$ cat config.mk
export PLATFORM = sky130hd
export DESIGN_NAME = cpu_subsystem
export DESIGN_NICKNAME = d
export VERILOG_FILES = /design/src/rtl/cpu_subsystem.sv
export SDC_FILE = /design/constraint.sdc
export NUM_CORES = 2
export LEC_CHECK = 0
export ABC_AREA = 1
export CAP_MARGIN = 20
export CORE_ASPECT_RATIO = 1.2
export CORE_MARGIN = 5
export CORE_UTILIZATION = 30
export CTS_CLUSTER_SIZE = 25
export DETAILED_ROUTE_END_ITERATION = 7
export GPL_ROUTABILITY_DRIVEN = 1
export GPL_TIMING_DRIVEN = 0
export MAX_ROUTING_LAYER = met4
export PLACE_DENSITY = 0.46
export SLEW_MARGIN = 10
export SYNTH_ARGS = -nofsm -noshare
export SYNTH_HDL_FRONTEND = slang
export SYNTH_SLANG_ARGS = --single-unit
$ cat constraint.sdc
create_clock -name clk -period 21.9 [get_ports clk]
set_input_delay 6.57 -clock clk [delete_from_list [all_inputs] [get_ports clk]]
set_output_delay 6.57 -clock clk [all_outputs]
set_load 0.03 [all_outputs]
$ cat src/rtl/cpu_subsystem.sv
// cpu_subsystem: single-cycle ARMv4-subset core (AND/SUB/ADD/ORR/CMP, LDR/STR,
// B), its memory-map chipset and the load read-data mux.
// Optional feature macro: CPU_SHIFTER_EN adds a barrel shifter on the register
// Src2 operand (LSL/LSR/ASR/ROR by a 5-bit immediate amount).
module cpu_subsystem (
   input  logic        clk,
   input  logic        rst,
   input  logic [31:0] Instr,
   input  logic [31:0] RAMData,
   input  logic [31:0] Msj,
   output logic [31:0] PC,
   output logic [31:0] WriteData,
   output logic [31:0] Addr,
   output logic        MemWrite,
   output logic        RAMEnable
);

   typedef enum logic [1:0] {ALU_ADD, ALU_SUB, ALU_AND, ALU_ORR} alu_op_e;

   // instruction fields
   logic [3:0]  cond;
   logic [1:0]  op;
   logic        i_bit;
   logic [3:0]  cmd;
   logic        s_bit;
   logic [3:0]  rn;
   logic [3:0]  rd;
   logic [3:0]  rm;

   // architectural state: R0-R14 plus NZCV (bit3=N .. bit0=V)
   logic [31:0] regs [0:14];
   logic [3:0]  nzcv;

   logic [31:0] pc_plus4;
   logic [31:0] pc_plus8;
   logic [31:0] rn_val;
   logic [31:0] rd_val;
   logic [31:0] rm_val;
   logic [31:0] imm_rot;
   logic [63:0] imm_dbl;
   logic [31:0] sh_out;
   logic        sh_carry;
   logic [31:0] dp_src2;
   logic [31:0] src_b;
   logic [31:0] b_eff;
   logic [32:0] sum;
   logic [31:0] alu_result;
   logic        add_c;
   logic        add_v;
   alu_op_e     alu_op;
   logic        dp_valid;
   logic        is_cmp;
   logic        logical;
   logic        cond_ok;
   logic        is_ldr;
   logic        is_str;
   logic        is_b;
   logic        reg_write;
   logic        flag_write;
   logic [3:0]  nzcv_next;
   logic        ram_sel;
   logic [31:0] read_data;
   logic [31:0] result_wb;
   logic [31:0] pc_next;

   assign cond  = Instr[31:28];
   assign op    = Instr[27:26];
   assign i_bit = Instr[25];
   assign cmd   = Instr[24:21];
   assign s_bit = Instr[20];
   assign rn    = Instr[19:16];
   assign rd    = Instr[15:12];
   assign rm    = Instr[3:0];

   assign pc_plus4 = PC + 32'd4;
   assign pc_plus8 = PC + 32'd8;

   // register read ports; R15 reads as the pipeline-visible PC+8
   always_comb begin
      rn_val = (rn == 4'd15) ? pc_plus8 : regs[rn];
      rd_val = (rd == 4'd15) ? pc_plus8 : regs[rd];
      rm_val = (rm == 4'd15) ? pc_plus8 : regs[rm];
   end

   // condition evaluation against current NZCV; code 1111 never executes
   always_comb begin
      cond_ok = 1'b0;
      case (cond)
         4'h0: cond_ok = nzcv[2];
         4'h1: cond_ok = ~nzcv[2];
         4'h2: cond_ok = nzcv[1];
         4'h3: cond_ok = ~nzcv[1];
         4'h4: cond_ok = nzcv[3];
         4'h5: cond_ok = ~nzcv[3];
         4'h6: cond_ok = nzcv[0];
         4'h7: cond_ok = ~nzcv[0];
         4'h8: cond_ok = nzcv[1] & ~nzcv[2];
         4'h9: cond_ok = ~nzcv[1] | nzcv[2];
         4'hA: cond_ok = (nzcv[3] == nzcv[0]);
         4'hB: cond_ok = (nzcv[3] != nzcv[0]);
         4'hC: cond_ok = ~nzcv[2] & (nzcv[3] == nzcv[0]);
         4'hD: cond_ok = nzcv[2] | (nzcv[3] != nzcv[0]);
         4'hE: cond_ok = 1'b1;
         default: cond_ok = 1'b0;
      endcase
   end

   // immediate Src2: imm8 rotated right by 2*rot4 (rotate via doubled word)
   always_comb begin
      imm_dbl = {24'd0, Instr[7:0], 24'd0, Instr[7:0]} >> {Instr[11:8], 1'b0};
      imm_rot = imm_dbl[31:0];
   end

`ifdef CPU_SHIFTER_EN
   logic [1:0]  sh;
   logic [4:0]  shamt;
   logic [32:0] sh_tmp;
   logic [63:0] ror_dbl;

   assign sh    = Instr[6:5];
   assign shamt = Instr[11:7];

   // barrel shifter; amount 0 encodes LSL#0, LSR#32, ASR#32 and RRX
   always_comb begin
      sh_out   = rm_val;
      sh_carry = nzcv[1];
      sh_tmp   = '0;
      ror_dbl  = '0;
      case (sh)
         2'b00: begin
            if (shamt != 5'd0) begin
               sh_tmp   = {1'b0, rm_val} << shamt;
               sh_out   = sh_tmp[31:0];
               sh_carry = sh_tmp[32];
            end
         end
         2'b01: begin
            if (shamt == 5'd0) begin
               sh_out   = '0;
               sh_carry = rm_val[31];
            end else begin
               sh_tmp   = {rm_val, 1'b0} >> shamt;
               sh_out   = sh_tmp[32:1];
               sh_carry = sh_tmp[0];
            end
         end
         2'b10: begin
            if (shamt == 5'd0) begin
               sh_out   = {32{rm_val[31]}};
               sh_carry = rm_val[31];
            end else begin
               sh_tmp   = $signed({rm_val, 1'b0}) >>> shamt;
               sh_out   = sh_tmp[32:1];
               sh_carry = sh_tmp[0];
            end
         end
         default: begin
            if (shamt == 5'd0) begin
               sh_out   = {nzcv[1], rm_val[31:1]};
               sh_carry = rm_val[0];
            end else begin
               ror_dbl  = {rm_val, rm_val} >> shamt;
               sh_out   = ror_dbl[31:0];
               sh_carry = ror_dbl[31];
            end
         end
      endcase
   end
`else
   // no shifter: Rm passes through and the shift fields are ignored
   always_comb begin
      sh_out   = rm_val;
      sh_carry = nzcv[1];
   end
`endif

   assign dp_src2 = i_bit ? imm_rot : sh_out;

   // decode: ALU operation and operand B for data-processing vs memory
   always_comb begin
      alu_op   = ALU_ADD;
      src_b    = dp_src2;
      dp_valid = 1'b0;
      logical  = 1'b0;
      is_cmp   = 1'b0;
      if (op == 2'b01) begin
         src_b  = {20'd0, Instr[11:0]};
         alu_op = Instr[23] ? ALU_ADD : ALU_SUB;
      end else begin
         case (cmd)
            4'b0000: begin alu_op = ALU_AND; dp_valid = 1'b1; logical = 1'b1; end
            4'b0010: begin alu_op = ALU_SUB; dp_valid = 1'b1; end
            4'b0100: begin alu_op = ALU_ADD; dp_valid = 1'b1; end
            4'b1100: begin alu_op = ALU_ORR; dp_valid = 1'b1; logical = 1'b1; end
            4'b1010: begin alu_op = ALU_SUB; dp_valid = 1'b1; is_cmp = 1'b1; end
            default: begin alu_op = ALU_ADD; end
         endcase
      end
   end

   // ALU: subtraction is A + ~B + 1, so carry-out is NOT borrow
   always_comb begin
      b_eff = (alu_op == ALU_SUB) ? ~src_b : src_b;
      sum   = {1'b0, rn_val} + {1'b0, b_eff} + {32'd0, (alu_op == ALU_SUB)};
      case (alu_op)
         ALU_AND: alu_result = rn_val & src_b;
         ALU_ORR: alu_result = rn_val | src_b;
         default: alu_result = sum[31:0];
      endcase
      add_c = sum[32];
      add_v = (rn_val[31] == b_eff[31]) && (sum[31] != rn_val[31]);
   end

   // control, chipset region decode and load data selection
   always_comb begin
      is_ldr     = (op == 2'b01) & Instr[20];
      is_str     = (op == 2'b01) & ~Instr[20];
      is_b       = (op == 2'b10) & ~Instr[24];
      reg_write  = cond_ok & (((op == 2'b00) & dp_valid & ~is_cmp) | is_ldr);
      flag_write = cond_ok & (op == 2'b00) & dp_valid & (s_bit | is_cmp);
      ram_sel    = ~alu_result[10];
      read_data  = ram_sel ? RAMData : Msj;
      result_wb  = is_ldr ? read_data : alu_result;
      MemWrite   = rst & cond_ok & is_str;
      RAMEnable  = MemWrite & ram_sel;
      Addr       = alu_result;
      WriteData  = rd_val;
   end

   // next flags: logical ops keep V and take C from the shifter (register Src2)
   always_comb begin
      if (logical)
         nzcv_next = {alu_result[31], (alu_result == '0), (i_bit ? nzcv[1] : sh_carry), nzcv[0]};
      else
         nzcv_next = {alu_result[31], (alu_result == '0), add_c, add_v};
   end

   // next PC: taken branch, write to R15, or sequential (wraps mod 2^32)
   always_comb begin
      pc_next = pc_plus4;
      if (cond_ok & is_b)
         pc_next = pc_plus8 + {{6{Instr[23]}}, Instr[23:0], 2'b00};
      else if (reg_write & (rd == 4'd15))
         pc_next = result_wb;
   end

   // PC and flag state
   always_ff @(posedge clk or negedge rst) begin
      if (!rst) begin
         PC   <= '0;
         nzcv <= '0;
      end else begin
         PC <= pc_next;
         if (flag_write)
            nzcv <= nzcv_next;
      end
   end

   // general register file R0-R14
   always_ff @(posedge clk or negedge rst) begin
      if (!rst) begin
         for (int i = 0; i < 15; i++)
            regs[i] <= '0;
      end else if (reg_write && (rd != 4'd15)) begin
         regs[rd] <= result_wb;
      end
   end

endmodule

==> results_slide.txt <==
Run Summary

Final timing
  – Setup ws final: -0.108 ns
  – Pins Over Slew Limit: 0
  – Final setup violation count: 1

Die
  – Die height: 400 um
  – FP Rows: 143

Global route
  – Global route overflow: 0
  – Vias in the first global route: 46700

Critical path
  – Crit-path slowest cell: o21ai_0
  – Crit path max-delay family: buffers and inverters
  – Reg2reg setup slack: 14.68 ns

Clock network
  – Clk root buf: clkbuf_16
  – Hold Buf Count CTS: 0
  – H-tree depth: 3
  – TritonCTS clock tree: yes

Layout
  – Clk tree area frac: 0.0496
  – Area Overhead vs Synth: 20.5%
  – Non-clk buf share: 0.108
  – Comb/total area: 0.477

Power
  – PD cells: 120 nW/um^2
  – Comb pwr share: 0.482
  – Clock share of power: 0.220

Place
  – Pre-CTS setup slack: 0.705 ns

Flow run
  – # Max-Cap Violations: 0

Run status
  – Failing checks: setup timing
  – Outcome: finished with violations

Min path
  – Hold path cells: 2
-- sequential cells by signal (all words and copies together) (netlist names) --
register	cells
regs	480
PC	32
nzcv	4
-- per-stage QoR --
stage | setup TNS [ns] | hold WS [ns]
3_3_place_gp | -5556.13 | 0.466
4_1_cts | 0 | 0.487
3_5_place_dp | 0 | 0.473
5_1_grt | 0 | 0.506
2_1_floorplan | 0 | 0.453
6_report | -0.108 | 0.486
-- metal layers --
metal	track usage	up-vias	routed length, um
li1	-	20100	-
met1	0.567	24800	125000
met2	0.728	4438	143000
met3	0.222	1677	45700
met4	0.457	0	40500
met5	-	-	0
-- worst max path at each step --
stage / endpoint / cells after the start
floorplan: RAMEnable / 22
global placement: RAMEnable / 4
detailed placement: Addr[28] / 26
CTS: Addr[28] / 26
global route: Addr[28] / 26
finish: Addr[28] / 26
Figure 1. Cell classes on the final placement.
Scale bar: 100 um.
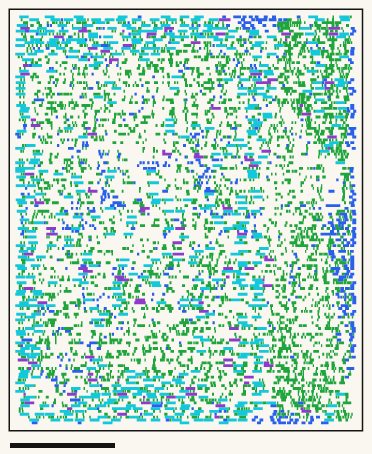
[clock drivers and dummy loads] purple | cells: 117
[flops] cyan | cells: 516
[other buffers and delay cells] blue | cells: 683
[combinational and other logic] green | cells: 4678

Figure 2. Cells by drive strength.
Scale bar: 100 um.
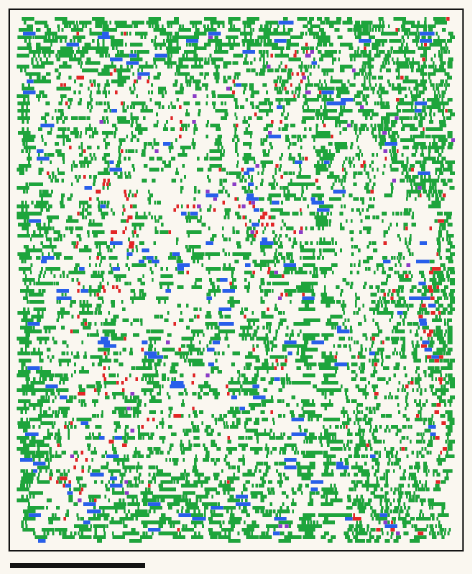
[_3 and _4 cells] purple | cells: 47 | share: 0.78%
[_2 cells] red | cells: 260 | share: 4.3%
[_0 and _1 cells] green | cells: 5520 | share: 92%
[_6 and larger] blue | cells: 167 | share: 2.8%

Figure 3. Sequential cells coloured by netlist name.
Scale bar: 100 um. Other cells in grey.
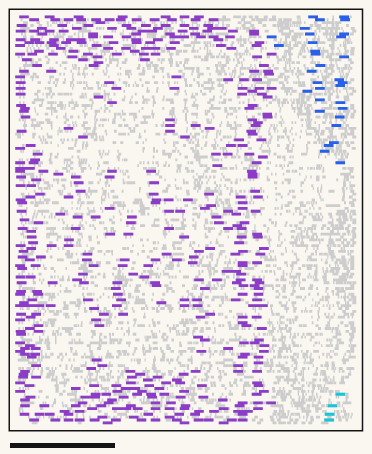
[`PC`] blue | sequential cells: 32 | where: upper right
[`nzcv`] cyan | sequential cells: 4 | where: lower right
[`regs`] purple | sequential cells: 480 | where: widely spread

Figure 4. Routing congestion map.
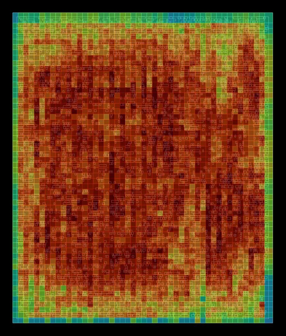
DR WL/cell: 45.7 um
met3 Use GR: 0.222

Power is estimated from default activity; no workload was simulated.
